$ cat src/rtl/ex_unit_pipe_pkg.sv
// Op codes and FSM encodings shared by the execute stage and its multiplier.
package ex_unit_pipe_pkg;
   localparam logic [3:0] EX_ADD   = 4'd0;
   localparam logic [3:0] EX_SUB   = 4'd1;
   localparam logic [3:0] EX_AND   = 4'd2;
   localparam logic [3:0] EX_OR    = 4'd3;
   localparam logic [3:0] EX_XOR   = 4'd4;
   localparam logic [3:0] EX_SLL   = 4'd5;
   localparam logic [3:0] EX_SRL   = 4'd6;
   localparam logic [3:0] EX_ROL   = 4'd7;
   localparam logic [3:0] EX_PASSA = 4'd8;
   localparam logic [3:0] EX_PASSB = 4'd9;
   localparam logic [3:0] EX_SEQ   = 4'd10;
   localparam logic [3:0] EX_SLT   = 4'd11;
   localparam logic [3:0] EX_SLE   = 4'd12;
   localparam logic [3:0] EX_SCO   = 4'd13;
   localparam logic [3:0] EX_MUL   = 4'd14;
   localparam logic [3:0] EX_RSVD  = 4'd15;

   localparam logic ST_IDLE = 1'b0;
   localparam logic ST_MUL  = 1'b1;
endpackage

$ cat src/rtl/ex_mul_iter.sv
// Iterative shift-add multiplier, low WIDTH bits of a*b; WIDTH cycles after start, done on the last.
// No backpressure: start is ignored while busy; abort/rst return it to idle.
module ex_mul_iter
   import ex_unit_pipe_pkg::*;
#(
   parameter int WIDTH = 16,
   parameter int SHW   = 4
) (
   input  logic             clk,
   input  logic             rst,
   input  logic             abort,
   input  logic             start,
   input  logic [WIDTH-1:0] a,
   input  logic [WIDTH-1:0] b,
   output logic             busy,
   output logic             done,
   output logic [WIDTH-1:0] product
);
   localparam logic [SHW:0] CNT_FULL = (SHW+1)'(WIDTH);
   localparam logic [SHW:0] CNT_ONE  = (SHW+1)'(1);

   logic [WIDTH-1:0] mcand;
   logic [WIDTH-1:0] mplier;
   logic [WIDTH-1:0] acc;
   logic [WIDTH-1:0] addend;
   logic [SHW:0]     count;

   always_comb begin
      addend = mplier[0] ? mcand : '0;
   end

   assign busy    = (count != '0);
   assign done    = (count == CNT_ONE);
   // Final partial product is folded in combinationally so the caller can register it on done.
   assign product = acc + addend;

   always_ff @(posedge clk) begin
      if (rst || abort) begin
         count  <= '0;
         acc    <= '0;
         mcand  <= '0;
         mplier <= '0;
      end else if (start && !busy) begin
         mcand  <= a;
         mplier <= b;
         acc    <= '0;
         count  <= CNT_FULL;
      end else if (busy) begin
         acc    <= acc + addend;
         mcand  <= mcand << 1;
         mplier <= mplier >> 1;
         count  <= count - CNT_ONE;
      end
   end
endmodule

$ cat src/rtl/ex_unit_pipe.sv
// Registered execute stage: ALU/set/shift/branch add in 1 cycle, MUL in WIDTH+1 cycles.
// Single output slot; in_ready drops while the slot is held, a MUL is running, or on rst/flush.
module ex_unit_pipe
   import ex_unit_pipe_pkg::*;
#(
   parameter int WIDTH = 16,
   parameter int SHW   = 4
) (
   input  logic             clk,
   input  logic             rst,
   input  logic             flush,
   input  logic             in_valid,
   output logic             in_ready,
   input  logic [3:0]       op,
   input  logic             use_imm,
   input  logic [WIDTH-1:0] a,
   input  logic [WIDTH-1:0] b,
   input  logic [WIDTH-1:0] imm,
   input  logic [WIDTH-1:0] pc,
   output logic             out_valid,
   input  logic             out_ready,
   output logic [WIDTH-1:0] result,
   output logic [WIDTH-1:0] br_target,
   output logic             zero,
   output logic             ltz,
   output logic             err
);
   logic             state;
   logic             accept;
   logic             mul_start;
   logic             mul_busy;
   logic             mul_done;
   logic [WIDTH-1:0] mul_product;
   logic [WIDTH-1:0] br_pend;

   logic [WIDTH-1:0] opb;
   logic [SHW-1:0]   sh;
   logic [WIDTH:0]   sum_c;
   logic [WIDTH-1:0] sum;
   logic [WIDTH-1:0] diff;
   logic [WIDTH-1:0] alu_res;
   logic             alu_err;

   assign in_ready  = ~rst & ~flush & (state == ST_IDLE) & (~out_valid | out_ready);
   assign accept    = in_valid & in_ready;
   assign mul_start = accept & (op == EX_MUL);

   always_comb begin
      opb     = use_imm ? imm : b;
      sh      = opb[SHW-1:0];
      sum_c   = {1'b0, a} + {1'b0, opb};
      sum     = sum_c[WIDTH-1:0];
      diff    = a - opb;
      alu_res = '0;
      alu_err = 1'b0;
      case (op)
         EX_ADD: begin
            alu_res = sum;
            alu_err = (a[WIDTH-1] == opb[WIDTH-1]) && (sum[WIDTH-1] != a[WIDTH-1]);
         end
         EX_SUB: begin
            alu_res = diff;
            alu_err = (a[WIDTH-1] != opb[WIDTH-1]) && (diff[WIDTH-1] != a[WIDTH-1]);
         end
         EX_AND:   alu_res = a & opb;
         EX_OR:    alu_res = a | opb;
         EX_XOR:   alu_res = a ^ opb;
         EX_SLL:   alu_res = a << sh;
         EX_SRL:   alu_res = a >> sh;
         // A shift of WIDTH yields zero, so rotate by 0 degenerates cleanly to a.
         EX_ROL:   alu_res = (a << sh) | (a >> (WIDTH - int'(sh)));
         EX_PASSA: alu_res = a;
         EX_PASSB: alu_res = opb;
         EX_SEQ:   alu_res = {{(WIDTH-1){1'b0}}, (a == opb)};
         EX_SLT:   alu_res = {{(WIDTH-1){1'b0}}, ($signed(a) < $signed(opb))};
         EX_SLE:   alu_res = {{(WIDTH-1){1'b0}}, ($signed(a) <= $signed(opb))};
         EX_SCO:   alu_res = {{(WIDTH-1){1'b0}}, sum_c[WIDTH]};
         EX_MUL:   alu_res = '0;
         default:  alu_err = 1'b1;
      endcase
   end

   ex_mul_iter #(.WIDTH(WIDTH), .SHW(SHW)) u_mul (
      .clk     (clk),
      .rst     (rst),
      .abort   (flush),
      .start   (mul_start),
      .a       (a),
      .b       (opb),
      .busy    (mul_busy),
      .done    (mul_done),
      .product (mul_product)
   );

   always_ff @(posedge clk) begin
      if (rst) begin
         state     <= ST_IDLE;
         out_valid <= 1'b0;
         result    <= '0;
         br_target <= '0;
         br_pend   <= '0;
         zero      <= 1'b0;
         ltz       <= 1'b0;
         err       <= 1'b0;
      end else if (flush) begin
         state     <= ST_IDLE;
         out_valid <= 1'b0;
         err       <= 1'b0;
      end else if (mul_start) begin
         state     <= ST_MUL;
         out_valid <= 1'b0;
         br_pend   <= pc + imm;
      end else if (accept) begin
         out_valid <= 1'b1;
         result    <= alu_res;
         br_target <= pc + imm;
         zero      <= (alu_res == '0);
         ltz       <= alu_res[WIDTH-1];
         err       <= alu_err;
      end else if (state == ST_MUL) begin
         if (mul_done) begin
            state     <= ST_IDLE;
            out_valid <= 1'b1;
            result    <= mul_product;
            br_target <= br_pend;
            zero      <= (mul_product == '0);
            ltz       <= mul_product[WIDTH-1];
            err       <= 1'b0;
         end else if (!mul_busy) begin
            state <= ST_IDLE;
         end
      end else if (out_valid && out_ready) begin
         out_valid <= 1'b0;
      end
   end
endmodule

$ cat config.mk
export PLATFORM = sky130hd
export DESIGN_NAME = ex_unit_pipe
export DESIGN_NICKNAME = d
export VERILOG_FILES = /design/src/rtl/ex_unit_pipe_pkg.sv /design/src/rtl/ex_mul_iter.sv /design/src/rtl/ex_unit_pipe.sv
export SDC_FILE = /design/constraint.sdc
export NUM_CORES = 1
export LEC_CHECK = 0
export ABC_CLOCK_PERIOD_IN_PS = 5000
export CORE_AREA = 2 2 143 145
export DETAILED_ROUTE_END_ITERATION = 7
export DIE_AREA = 0 0 145 147
export DONT_BUFFER_PORTS = 1
export PLACE_DENSITY = 0.82
export SYNTH_ARGS = -nofsm -noshare
export SYNTH_HDL_FRONTEND = slang
export SYNTH_SLANG_ARGS = --single-unit
$ cat constraint.sdc
create_clock -name clk -period 5 [get_ports clk]
set_clock_uncertainty 0.1 [all_clocks]
set_input_delay 0.75 -clock clk [delete_from_list [all_inputs] [get_ports clk]]
set_output_delay 0.75 -clock clk [all_outputs]
set_load 0.05 [all_outputs]
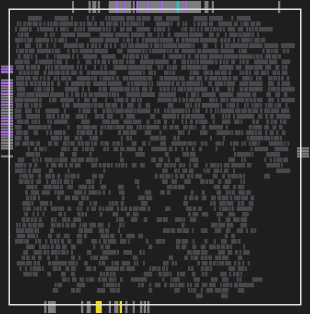
Fig. 1. Pin map.
(2 px per µm) Pins as bars across the die edge, other pins in gray.
Key: `imm` = purple [pins 16, direction input, edge 10 left, 6 top]; `zero` = cyan [pins 1, direction output, edge top]; `op` = yellow [pins 4, direction input, edge bottom]
die width: 145 µm
number of port buffers: 0
DIE HEIGHT: 147 µm

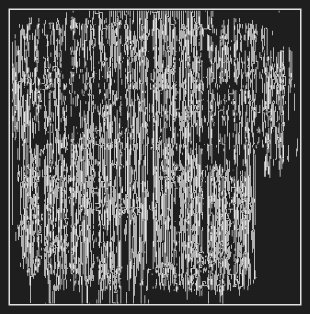
Fig. 2. M2 wires.
(2 px per µm)
The layer carries 18800 µm of wire. The longest straight run is 77.5 µm.

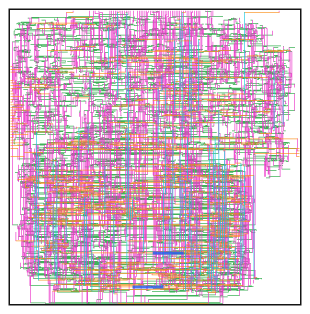
Fig. 3. Wiring by layer.
(2 px per µm)
Key: met3 = orange [wire length 4750 µm]; met2 = magenta [wire length 18800 µm]; met4 = cyan [wire length 2410 µm]; met5 = blue [wire length 27.6 µm]; met1 = green [wire length 16400 µm]

layout make-up:
cell class | instances | share of cell area (%)
multi-input cells | 1211 | 70.8
flip-flops and latches | 105 | 18.6
well taps | 270 | 2.99
repair buffers | 39 | 2.59
inverters | 71 | 2.38
clock buffers | 9 | 1.99
clock inverters | 7 | 0.598
diodes | 2 | 0.0443
cells by family after synthesis:
family                   Yosys count  synth area share, %
multiplexers                      81                 8.16
AND-OR/OR-AND                    450                 28.6
adder cells (fa/ha/maj)           91                 10.9
buffers and inverters            166                 6.15
AND/OR/NAND/NOR                  551                 23.4
flip-flops                       105                 19.6
XOR/XNOR                          38                 3.11
worst max path at each step:
stage	start	to	slack (ns)	cells after the start
finish	use_imm	zero	0.75	11
global route	use_imm	zero	0.60	11
CTS	use_imm	zero	0.89	11
detailed placement	use_imm	zero	0.54	11
global placement	use_imm	zero	0.61	11
floorplan	use_imm	zero	0.25	18
metrics by stage:
stage | area, µm² | util (%) | hold slack (ns) | cells | setup WS (ns)
after detailed placement | 11000 | 55.4 | 0.343 | 1696 | 0.542
after global placement | 11000 | 55.4 | 0.333 | 1696 | 0.613
after floorplan | 10700 | - | 0.332 | 1482 | 0.246
after CTS | 11300 | 56.9 | 0.355 | 1712 | 0.885
after global routing | 11300 | 56.9 | 0.349 | 1712 | 0.603
final | 11300 | 56.9 | 0.354 | 1714 | 0.746
power by group through the flow:
stage	registers [mW]	logic (mW)	clock network, mW
floorplan	0.992	1.11	0
global placement	1.01	1.43	0
detailed placement	1.01	1.45	0
CTS	0.992	1.46	0.704
global route	1.00	1.63	0.738
finish	0.994	1.50	0.705
tightest hold or removal path, cell delays in order, from the launching register on:
cell	delay [ns]
sky130_fd_sc_hd__dfxtp_1	0.31
sky130_fd_sc_hd__nand2_1	0.05
sky130_fd_sc_hd__a21oi_1	0.05
==> git commit body <==
Add synthesis and place-and-route results

* Starting density of the core: a little over half
* Post-detailed-route DRC marker count: 0
- Dominant cell by count in the synthesized netlist: sky130_fd_sc_hd__nand2_1
- Synthesized flop and latch total: 105
- Before any placement, the netlist area is recorded as 10700 µm².
- The routed design shows a wire length per standard cell of 24.7 µm.
- Each instance of the synthesized netlist takes up on average 7.23 µm².
* Remaining global-route overflow: 0
- P_int: 1.74 mW
- Busiest layer in global routing: met2
- DR top layer: met5
- For this design, the sink count on the clock tree is between 100 and 150.
* Slowest cell on crit path: sky130_fd_sc_hd__or4_1
* Cell types with the highest counts after synthesis: 216 x sky130_fd_sc_hd__nand2_1, 146 x sky130_fd_sc_hd__nor2_1, 134 x sky130_fd_sc_hd__a21oi_1
- Of all flip-flops after synthesis, the portion carrying an async set or reset was 0%.
- For the worst reg-to-reg path, the startpoint reported by OpenROAD is u_mul.mplier[0].
* Yosys cell types: 80
- Number of fill cells in the layout: 1878
- Outcome: finished, final reports clean
- The transition time recorded at the tightest slew-check pin is ~1.1 ns.
- Aggregate routed wire length: 42400 µm
* Final slew viol count: 0
* Post-CTS Setup Repair Bufs: 0
- Worst R2R Setup Slack: 1.30 ns
- The area growth from synthesis to layout is 5.43%.
* Core Box Area: 19800 µm²
* Maximum single-stage delay on the critical path: 0.57 ns
- Violation count after the first detailed-routing iteration: 1663
- Among all flip-flop cells after synthesis, the most frequent one is sky130_fd_sc_hd__dfxtp_1.
- In the synthesis report, Yosys lists the chip area as 10700 µm².
- Count of endpoints failing setup in the final report: 0
- Per the run summary, max-cap violations total 0.
* Worst setup EP type: flop
- The number of nets in the synthesized netlist is 1647.
* Sequential cell area fraction in the yosys report: roughly a fifth
- Yosys attributes the largest share of cell area to sky130_fd_sc_hd__dfxtp_1 20%, sky130_fd_sc_hd__ha_1 10%, sky130_fd_sc_hd__nand2_1 7.6%, sky130_fd_sc_hd__mux2i_1 7.0%, sky130_fd_sc_hd__a21oi_1 6.3%.
* Capture point of the worst reg-to-reg path: result[14]
- By instance count after routing, the leading logic cell type is sky130_fd_sc_hd__nand2_1.
* Share of layout cells above drive strength 1: 5.83%
- For the worst min-delay path, the startpoint reported by OpenROAD is br_pend[6].
* Total iterations of the first detailed-routing run: 8
- The worst setup path is launched from an input pin.
* Metal2 WL: roughly 19000 µm
* CP Cell Sequence: mux2i_2 -> buf_4 -> mux4_2 -> a2bb2oi_2 -> nor2_1 -> or4_1 -> a221oi_1 -> nand3_1 -> nor4_1 -> nand4_1 -> o21ai_1
- Gate Area: between 7000 and 8000 µm²
- Per the timing report, the achievable frequency comes out to 235 MHz.
- The script extracted a total leakage power of 4.34 nW.
- TritonCTS built the clock tree.
* Dominant delay contributor by cell family on the critical path: simple AND/OR/NAND/NOR gates
* Met3 usage in global routing: 9.35%
- Post-detailed-route via-to-cell ratio: around 7
- The library cells used most frequently in the layout, excluding fill and tap cells, are 216 x sky130_fd_sc_hd__nand2_1, 145 x sky130_fd_sc_hd__nor2_1, 133 x sky130_fd_sc_hd__a21oi_1, 105 x sky130_fd_sc_hd__dfxtp_1, 87 x sky130_fd_sc_hd__ha_1.
- Shortest clock period the worst path allows after layout: 4.25 ns
- The design draws between 3 and 4 mW.
- The tool warning count for the run is about 65.
- Die area: 21300 µm²
- Yosys stat counts 1482 cells in the synthesized netlist.
- At the end of the flow, the number of nets in the layout was 1602.
- IO Pins: 111
- The final weighted congestion recorded by global placement is 1.06.
* Number of stages on the worst hold path: 2
- Final hold violation count: 0
* Period Utilization, post-route: a little under nine tenths
* Cell resize tally after clock tree synthesis: 0
- Logic depth along the worst register-to-register path is recorded as 14.
- Clk_lat worst skew: 0.35 ns
- Of the total power, registers draw 31.0%.
* Remaining number of nets flagged by the antenna check after routing: 0
- For reference, the clock transition at the flip-flops on the worst setup and hold paths is approximately 0.080 ns.
* Switching power: 1.47 mW
* Number of global-route vias before repair: ~11000
- The flow reported a cell area power density of 283 nW/µm².
- Per the timing report, the biggest fanout along the worst path comes to 19.
* Hold Buf Count CTS: 0
* Wl on met1: 16400 µm
- Clock network fraction of total power: a little over a fifth
- Across all checked pins, the minimum headroom to the slew limit is 23.4%.
* Deepest level of the CTS H-tree: 3
- The share of total power dissipated in combinational logic is 46.9%.
* First-pass GRT wire length: 64300 µm
* Maximum number of pins on one net before global-route repair: 69
- Summed over all instances, the cell type with the most area after synthesis is sky130_fd_sc_hd__dfxtp_1.
- In the detailed route, the total length drawn on met3 is approximately 4800 µm.
- Note, the detailed placer reported a final HPWL of around 32000 µm.
* Initial antenna violation count: 3
* Crit path DRT: ~5.2 ns
- Count of flip-flops with a built-in enable after synthesis: 0
- Crit path kind: in -> reg
* CTS root buffer: sky130_fd_sc_hd__clkbuf_16
- Summing all flip-flop and latch instances after layout gives between 2000 and 2500 µm².
- Max VDD drop: 0.510 mV
- Counting along the longest clock path gives a buffer depth of 2.
- For hold timing, the worst endpoint is br_pend[6].
- The routed layout has approximately 12000 vias.
* Post-route setup TNS: 0 ns
- Count of synthesis-stage warnings from yosys: 0
- In the global route stage, met1 resource usage came out at between 40% and 50%.
- Setup repair after global routing left no endpoint under its margin.
* Count of mapped cells out of synthesis: 1482
- Worst endpoint data arrival time: around 4.4 ns
- Worst path buffer plus inverter count: 1
* Hold crit path type: reg -> reg
* Switching share of power: around 46%
* Total global-route track usage: 38.3%
- Row Count: between 50 and 60
- After synthesis, the largest area contributor takes up 19.6% of total cell area.
- Per the TritonCTS log, the buffer count is 9.
* Met2 Use GR: 59.6%
Power and IR drop assume default switching activity.
